File: src/rtl/prefix_adder_pkg.sv
// Shared helpers for the pipelined Sklansky prefix adder: level count and
// placement of pipeline registers between prefix levels.
package prefix_adder_pkg;

    localparam int MIN_WIDTH = 4;
    localparam int MAX_WIDTH = 128;

    function automatic int num_levels(int width);
        return $clog2(width);
    endfunction

    function automatic int ceil_div(int n, int d);
        return (n + d - 1) / d;
    endfunction

    // Stage index whose register sits right after prefix level lvl, or -1.
    // Level 0 is the p/g pre-processing; the output register (stage S-1) is not
    // reported here because it always follows the sum logic.
    function automatic int stage_after_level(int lvl, int L, int S);
        int st;
        st = -1;
        if (S >= 2) begin
            if (lvl == 0) begin
                st = 0;
            end
            for (int j = 1; j <= S - 2; j++) begin
                if (lvl == ceil_div(L * j, S - 1)) begin
                    st = j;
                end
            end
        end
        return st;
    endfunction

endpackage

File: src/rtl/pg_cell.sv
// Prefix combine cell: (g,p) = (g_hi,p_hi) o (g_lo,p_lo). Grey cells (BLACK=0)
// drop the group propagate because the group is already fully resolved.
module pg_cell #(
    parameter int BLACK = 1
) (
    input  logic g_hi,
    input  logic p_hi,
    input  logic g_lo,
    input  logic p_lo,
    output logic g,
    output logic p
);

    assign g = g_hi | (p_hi & g_lo);
    assign p = (BLACK != 0) ? (p_hi & p_lo) : 1'b0;

endmodule

File: src/rtl/prefix_adder_pipe.sv
// Pipelined Sklansky adder/subtractor with valid/ready flow control.
// Define PREFIX_ADDER_OVF_EN to add the registered signed-overflow output ovf.
module prefix_adder_pipe
    import prefix_adder_pkg::*;
#(
    parameter int WIDTH  = 32,
    parameter int STAGES = 2
) (
    input  logic             clk,
    input  logic             rst,
    input  logic             in_valid,
    output logic             in_ready,
    input  logic [WIDTH-1:0] a,
    input  logic [WIDTH-1:0] b,
    input  logic             cin,
    input  logic             sub,
    output logic             out_valid,
    input  logic             out_ready,
    output logic [WIDTH-1:0] sum,
    output logic             cout
`ifdef PREFIX_ADDER_OVF_EN
    ,
    output logic             ovf
`endif
);

    localparam int L = num_levels(WIDTH);
    localparam int S = STAGES;

    // Flow control: stage j is ready when empty or when everything after it moves.
    logic [S-1:0] v_q;
    logic [S-1:0] rdy;
    logic [S-1:0] src_v;
    logic [S-1:0] ld;
    logic         rdy_chain;

    always_comb begin
        rdy_chain = out_ready;
        rdy       = '0;
        for (int j = S - 1; j >= 0; j--) begin
            rdy_chain = !v_q[j] || rdy_chain;
            rdy[j]    = rdy_chain;
        end
    end

    always_comb begin
        src_v    = '0;
        src_v[0] = in_valid;
        for (int j = 1; j < S; j++) begin
            src_v[j] = v_q[j-1];
        end
    end

    // Data loads only with a real beat, so an emptied pipe keeps its outputs quiet.
    assign ld        = rdy & src_v;
    assign in_ready  = rdy[0];
    assign out_valid = v_q[S-1];

    always_ff @(posedge clk) begin
        if (rst) begin
            v_q <= '0;
        end else begin
            v_q <= (v_q & ~rdy) | (src_v & rdy);
        end
    end

    // Per-level datapath: gc/pc are combinational results, gr/pr after the optional register.
    // bc carries the bit propagates for the sum, cc carries c0.
    logic [WIDTH-1:0] gc [0:L];
    logic [WIDTH-1:0] pc [0:L];
    logic [WIDTH-1:0] bc [0:L];
    logic             cc [0:L];
    logic [WIDTH-1:0] gr [0:L];
    logic [WIDTH-1:0] pr [0:L];
    logic [WIDTH-1:0] br [0:L];
    logic             cr [0:L];

    logic [WIDTH-1:0] b_eff;
    logic [WIDTH-1:0] g0;
    logic [WIDTH-1:0] p0;
    logic             c0;

    always_comb begin
        b_eff = sub ? ~b : b;
        c0    = sub | cin;
        p0    = a ^ b_eff;
        g0    = a & b_eff;
        g0[0] = g0[0] | (p0[0] & c0);
    end

    assign gc[0] = g0;
    assign pc[0] = p0;
    assign bc[0] = p0;
    assign cc[0] = c0;

    for (genvar lvl = 1; lvl <= L; lvl++) begin : g_level
        localparam int K = lvl - 1;
        for (genvar i = 0; i < WIDTH; i++) begin : g_bit
            if (((i >> K) % 2) == 1) begin : g_cell
                localparam int J = ((i >> K) << K) - 1;
                logic g_new;
                logic p_new;
                pg_cell #(
                    .BLACK((i >= (2 << K)) ? 1 : 0)
                ) u_cell (
                    .g_hi (gr[lvl-1][i]),
                    .p_hi (pr[lvl-1][i]),
                    .g_lo (gr[lvl-1][J]),
                    .p_lo (pr[lvl-1][J]),
                    .g    (g_new),
                    .p    (p_new)
                );
                assign gc[lvl][i] = g_new;
                assign pc[lvl][i] = p_new;
            end else begin : g_pass
                assign gc[lvl][i] = gr[lvl-1][i];
                assign pc[lvl][i] = pr[lvl-1][i];
            end
        end
        assign bc[lvl] = br[lvl-1];
        assign cc[lvl] = cr[lvl-1];
    end

    for (genvar lvl = 0; lvl <= L; lvl++) begin : g_stage
        localparam int ST = stage_after_level(lvl, L, S);
        if (ST >= 0) begin : g_reg
            logic [WIDTH-1:0] g_q;
            logic [WIDTH-1:0] p_q;
            logic [WIDTH-1:0] b_q;
            logic             c_q;
            always_ff @(posedge clk) begin
                if (ld[ST]) begin
                    g_q <= gc[lvl];
                    p_q <= pc[lvl];
                    b_q <= bc[lvl];
                    c_q <= cc[lvl];
                end
            end
            assign gr[lvl] = g_q;
            assign pr[lvl] = p_q;
            assign br[lvl] = b_q;
            assign cr[lvl] = c_q;
        end else begin : g_wire
            assign gr[lvl] = gc[lvl];
            assign pr[lvl] = pc[lvl];
            assign br[lvl] = bc[lvl];
            assign cr[lvl] = cc[lvl];
        end
    end

    // After the last level gr[L][i] is the carry out of bit i.
    logic [WIDTH-1:0] sum_d;
    logic             cout_d;
    logic             unused_p;

    assign sum_d    = br[L] ^ {gr[L][WIDTH-2:0], cr[L]};
    assign cout_d   = gr[L][WIDTH-1];
    assign unused_p = ^pr[L];

    always_ff @(posedge clk) begin
        if (rst) begin
            sum  <= '0;
            cout <= 1'b0;
        end else if (ld[S-1]) begin
            sum  <= sum_d;
            cout <= cout_d;
        end
    end

`ifdef PREFIX_ADDER_OVF_EN
    logic ovf_d;
    assign ovf_d = gr[L][WIDTH-1] ^ gr[L][WIDTH-2];

    always_ff @(posedge clk) begin
        if (rst) begin
            ovf <= 1'b0;
        end else if (ld[S-1]) begin
            ovf <= ovf_d;
        end
    end
`endif

endmodule

File: config.mk
export PLATFORM = sky130hd
export DESIGN_NAME = prefix_adder_pipe
export DESIGN_NICKNAME = d
export VERILOG_FILES = /design/src/rtl/prefix_adder_pkg.sv /design/src/rtl/pg_cell.sv /design/src/rtl/prefix_adder_pipe.sv
export SDC_FILE = /design/constraint.sdc
export NUM_CORES = 1
export LEC_CHECK = 0
export ABC_AREA = 0
export CAP_MARGIN = 40
export CORE_MARGIN = 1
export CORE_UTILIZATION = 25
export DETAILED_ROUTE_END_ITERATION = 8
export GPL_ROUTABILITY_DRIVEN = 0
export PLACE_DENSITY = 0.48
export SYNTH_ARGS = -nofsm -noshare
export SYNTH_HDL_FRONTEND = slang
export SYNTH_HIERARCHICAL = 1
export SYNTH_SLANG_ARGS = --single-unit
File: constraint.sdc
create_clock -name clk -period 2.9 [get_ports clk]
set_input_delay 0.29 -clock clk [delete_from_list [all_inputs] [get_ports clk]]
set_output_delay 0.29 -clock clk [all_outputs]
set_load 0.05 [all_outputs]
Figure 1. Met1 routing (run 1).
Scale bar: 50 microns. Cells faint in the background.
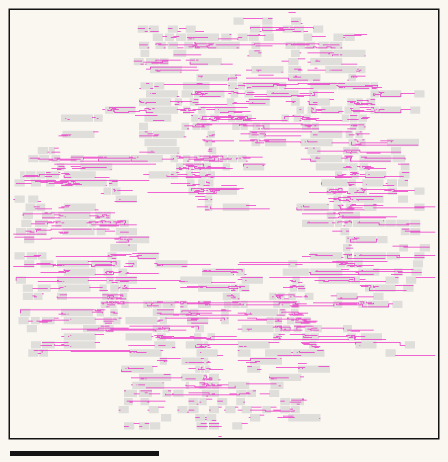
The wires run mostly horizontal. The layer holds 44% of the routed length. The layer carries 4710 microns of wire. 529 nets have wire on it. The longest straight run is 66.7 microns.

Figure 2. Signal wires on met2 (run 1).
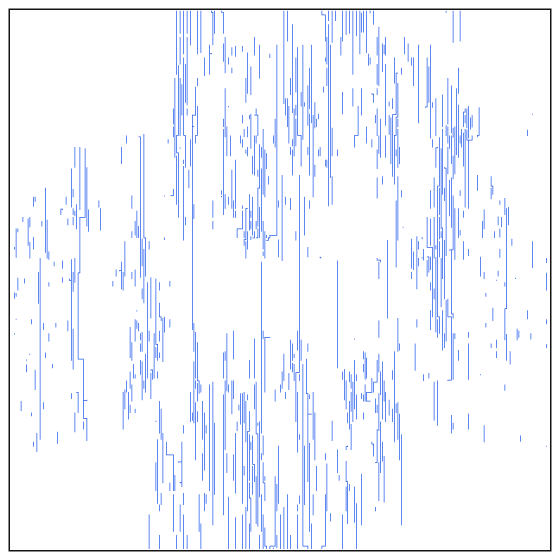
The layer holds 49% of the routed length. The longest straight run is 57.1 microns. The layer carries 5270 microns of wire.

==> changes_impl.md, run 1 <==
## Flow update

- Max-slew violation count: 0
- Slew margin rel.: 44.6%
- Worst hold-check path type: flop to flop
- Crit end category: flop
- Clock power frac: 36.7%
- Area grow syn2layout: 34.5%
- Mapped Nets: 484
- Postcts setup bufs: 0
- Residual DRC count: 0
- TritonCTS Buffers: 9
- Kind of critical path: flop to flop
- Syn Std Cell Area: 5030 sq um
- Crit-path cells: and2_2 > a21o_1 > a21o_1 > a21o_1 > a21o_1 > xor2_1 > a22o_1
- IO Pins: 105
- Arrival time worst endpoint: 2.60 ns
- Synth warn: 6
- N_diodes: 0
- Final total power: 4.03 mW
- Dpl cell area: 6390 sq um
- Detailed placement HPWL: 7.78 mm
- Routed WL: 10.7 mm
- Initial antenna violation count: 0
- Reg power frac: 43.6%
- Pleak: 2.89 nW
- Final WS setup: 0.549 ns
- Clock Path Buffers: 2
- Final #Nets: 593
- Final Hold Viols: 0
- TNS Setup: 0 ns
- Comb pwr share: 19.7%
- Routed WL per cell: 14.1 microns
- Power Internal: 2.99 mW
- Maximum VDD drop: 0.000236 V
- Max Clk Rate: 0.425 GHz
- Setup violators final: 0
- CTS H-tree depth: 3
- Non-filler cells, final: 761
- Tightest Pin Transition: 0.831 ns
- Root buf cell: clkbuf_16
- Syn_area_per_cell: 13.2 sq um
- # hold bufs at CTS: 0
- Vias/cell: 4.26
- GRT Overall Usage: 11.0%
- Setup WS pre-CTS: 0.530 ns
- Die Ht: 144 microns
- Total gr overflow: 0
- Slowest cell on the critical path: a21o_1
- CTS Sinks: 100
- Status: finished, final reports clean
- Fraction of layout cells with a size suffix above 1: 14.9%
- Die Area: 20700 sq um
- Final Cycle Share: 81.1%
- Initial DRC count: 84
- Row count: 51
- Clk latency late pin: 0.35 ns
- Vias in the first global route: 3250
- Routed vias: 3240
- Die width: 144 microns
- Final Cell Area: 6760 sq um
- Worst hold margin: 0.484 ns
- Tool Warnings: 26
- CTS tree: yes
- Largest net degree at the start of global routing: 66
- Minimum clock period: 2.35 ns
Figure 3. M3 wires (run 1).
Scale bar: 50 microns.
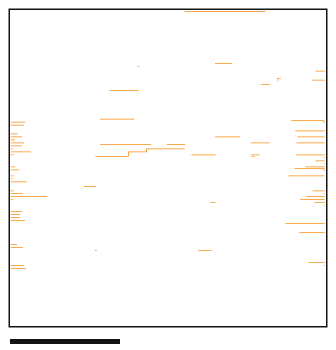
The layer carries 505 microns of wire. 58 nets have wire on it.

-- run 1: worst paths after layout --
path	from	endpoint	cells past startpoint
max	g_stage[0].g_reg.b_q[2]	sum[31]	7
min	sum[18]	sum[18]	1
max reg2reg	g_stage[0].g_reg.b_q[2]	sum[31]	7
min reg2reg	sum[18]	sum[18]	1
-- run 1: registers in the layout, summed over array words and instances, names as in the netlist, named ones only --
register / flops
sum: 32
g_stage.g_reg.g_q: 32
g_stage.g_reg.c_q: 1
g_stage.g_reg.b_q: 32
cout: 1
-- run 1: layout make-up --
cell class                      count  area (sq um)
Clock buffer                        9           225
Clock inverter                      7           148
Fill cell                        1950         12800
Inverter                            1          3.75
Multi-Input combinational cell    271          2310
Sequential cell                   100          2650
Tap cell                          265           332
Timing Repair Buffer              108          1090
-- run 1: power groups by stage --
stage               Combinational, mW  Clock, mW  Sequential (mW)
floorplan                       0.384          0             1.90
global placement                0.797          0             1.79
detailed placement              0.806          0             1.79
CTS                             0.809       1.53             1.76
global route                    0.869       1.58             1.78
finish                          0.795       1.48             1.76
-- run 1: cells in the final DEF, fill, tap and decap left out, drive strengths merged, types with 2 or more instances in the layout --
| cell | instances |
|---|---|
| xor2 | 64 |
| edfxtp | 65 |
| ha | 32 |
| clkdlybuf4s50 | 103 |
| clkbuf | 9 |
| buf | 5 |
| inv | 2 |
| bufinv | 4 |
| and2 | 50 |
| a21o | 81 |
| a21oi | 4 |
| a22o | 32 |
| dfxtp | 35 |
-- run 1: per-layer routing --
layer / global-route usage (%) / part of all wire [%] / up-vias
met5: 0 / 0 / -
met4: 5.77 / 2.1 / 0
met3: 2.57 / 4.7 / 14
met2: 18.5 / 49 / 76
met1: 13.1 / 44 / 1529
li1: - / - / 1621
Figure 4. The clock network (run 1).
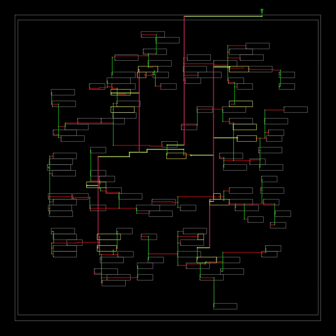

==> run 2: changes to the inputs <==
==> constraint.sdc (replaced) <==
create_clock -name clk -period 2.3 [get_ports clk]
set_input_delay 0.23 -clock clk [delete_from_list [all_inputs] [get_ports clk]]
set_output_delay 0.23 -clock clk [all_outputs]
set_load 0.05 [all_outputs]
Figure 5. The clock network (run 2).
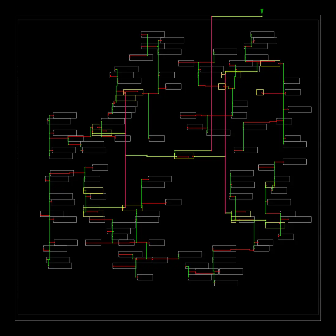
Final Skew: 0.0114 ns
clkbuf count: 11

==> changes_impl.md, run 2 <==
## Flow update

- Status: finished, final reports clean
- Routed vias: 3194 (-1.4%)
- Final Hold Viols: 0 (unchanged)
- Logic area: 2310 sq um (+0.11%)
- Maximum VDD drop: 0.000299 V (+27%)
- Minimum clock period: 2.12 ns (-0.227 ns)
- Most frequent logic cell in the layout: clkdlybuf4s50_1
- Setup violators final: 0 (unchanged)
- Crit end category: flop
- Hold depth: 1 (unchanged)
- Root buf cell: clkbuf_16
- Clk latency late pin: 0.35 ns (about the same)
- Worst hold-check path type: flop to flop
- # hold bufs at CTS: 0 (unchanged)
- Top Layout Cells: clkdlybuf4s50_1 (102), a21o_1 (80), edfxtp_1 (65)
- Routed WL per cell: 14.0 microns (-0.50%)
- Area grow syn2layout: 33.6%
- Max Clk Rate: 0.471 GHz (+11%)
- Detailed placement HPWL: 7.89 mm (+1.4%)
- Tool Warnings: 26 (unchanged)
- Die width: 144 microns (unchanged)
- Routed WL: 10.7 mm (-0.37%)
- Pleak: 2.87 nW (-0.46%)
- Die Area: 20700 sq um (unchanged)
- Syn_area_per_cell: 13.2 sq um (unchanged)
- Vias/cell: 4.19 (-1.5%)
- Postcts setup bufs: 0 (unchanged)
- Largest regs: g_stage.g_reg.b_q x32, g_stage.g_reg.g_q x32, sum x32
- Initial DRC count: 92 (+9.5%)
- FF+latch area: 2650 sq um (unchanged)
- Final Cycle Share: 92.4% (+11 points)
- Mapped Nets: 484 (unchanged)
- Row count: 51 (unchanged)
- Die Ht: 144 microns (unchanged)
- TNS Setup: 0 ns (unchanged)
- Syn Std Cell Area: 5030 sq um (unchanged)
- Tightest Pin Transition: 0.573 ns (-0.258 ns)
- Residual DRC count: 0 (unchanged)
- Fraction of layout cells with a size suffix above 1: 15.5% (+0.57 points)
- Largest net degree at the start of global routing: 66 (unchanged)
- CP Max Fanout: 17
- Startpoint Class: flop
- Clock Path Buffers: 2 (unchanged)
- Cells on worst reg2reg path: 7 (unchanged)
- Synth warn: 6 (unchanged)
- Crit-path cells: and2_2 > a21o_1 > a21o_1 > a21o_2 > a21o_1 > xor2_1 > a22o_1
- CTS H-tree depth: 3 (unchanged)
- CTS Sinks: 100 (unchanged)
- Arrival time worst endpoint: 2.37 ns (-0.23 ns)
- Vias in the first global route: 3380 (+4.0%)
- Slew margin rel.: 61.7% (+17 points)
- Slowest cell on the critical path: edfxtp_1
- Max-slew violation count: 0 (unchanged)
- CTS tree: yes
- IO Pins: 105 (unchanged)
- GRT Overall Usage: 11.0% (-0.025 points)
- Final #Nets: 594 (+0.17%)
- Fill count: 1939 (-0.56%)
- Kind of critical path: flop to flop
- Initial antenna violation count: 0 (unchanged)
-- run 2: layout make-up --
class                   count  share of cell area, %
clock buffers              11                   4.10
clock inverters             5                  0.652
inverters                   1                 0.0559
multi-input cells         271                   34.4
flip-flops and latches    100                   39.5
well taps                 265                   4.94
repair buffers            109                   16.3
-- run 2: final timing paths --
check	start	end	slack, ns
worst max-delay path	g_stage[0].g_reg.b_q[2]	sum[26]	0.18
worst min-delay path	sum[14]	sum[14]	0.48
worst max register to register	g_stage[0].g_reg.b_q[2]	sum[26]	0.18
worst min register to register	sum[14]	sum[14]	0.48
-- run 2: layer usage --
layer  up-vias  wire, microns  global-route usage, %  share of wire, %
met5         -              0                      0                 0
met4         0            182                   4.70               1.7
met3         9            395                   2.57               3.7
met2        69           5530                   19.5                52
met1      1495           4570                   12.6                43
li1       1621              -                      -                 -
-- run 2: worst max-delay path: cells and delay by family, from the launching register on --
kind             cells  cell delay (ns)
AND-OR/OR-AND        5             1.21
flip-flops           1             0.42
AND/OR/NAND/NOR      1             0.21
XOR/XNOR             1             0.15
-- run 2: through the flow --
stage / cells / power (mW) / instance area [sq um] / worst slack (ns) / hold WS, ns
floorplan: 382 / 2.89 / 5030 / 0.140 / 0.299
global placement: 746 / 3.27 / 6390 / 0.0363 / 0.466
detailed placement: 746 / 3.28 / 6390 / 0.0150 / 0.469
CTS: 762 / 4.89 / 6710 / 0.00971 / 0.484
global route: 762 / 5.06 / 6720 / 0.0763 / 0.500
finish: 762 / 4.80 / 6720 / 0.176 / 0.478
-- run 2: where the power goes --
group | total (mW) | switching (mW) | internal, mW
clock network | 1.58 | 0.694 | 0.884
logic | 1.01 | 0.527 | 0.480
registers | 2.22 | 0.110 | 2.11
Power is estimated from default activity; no workload was simulated.
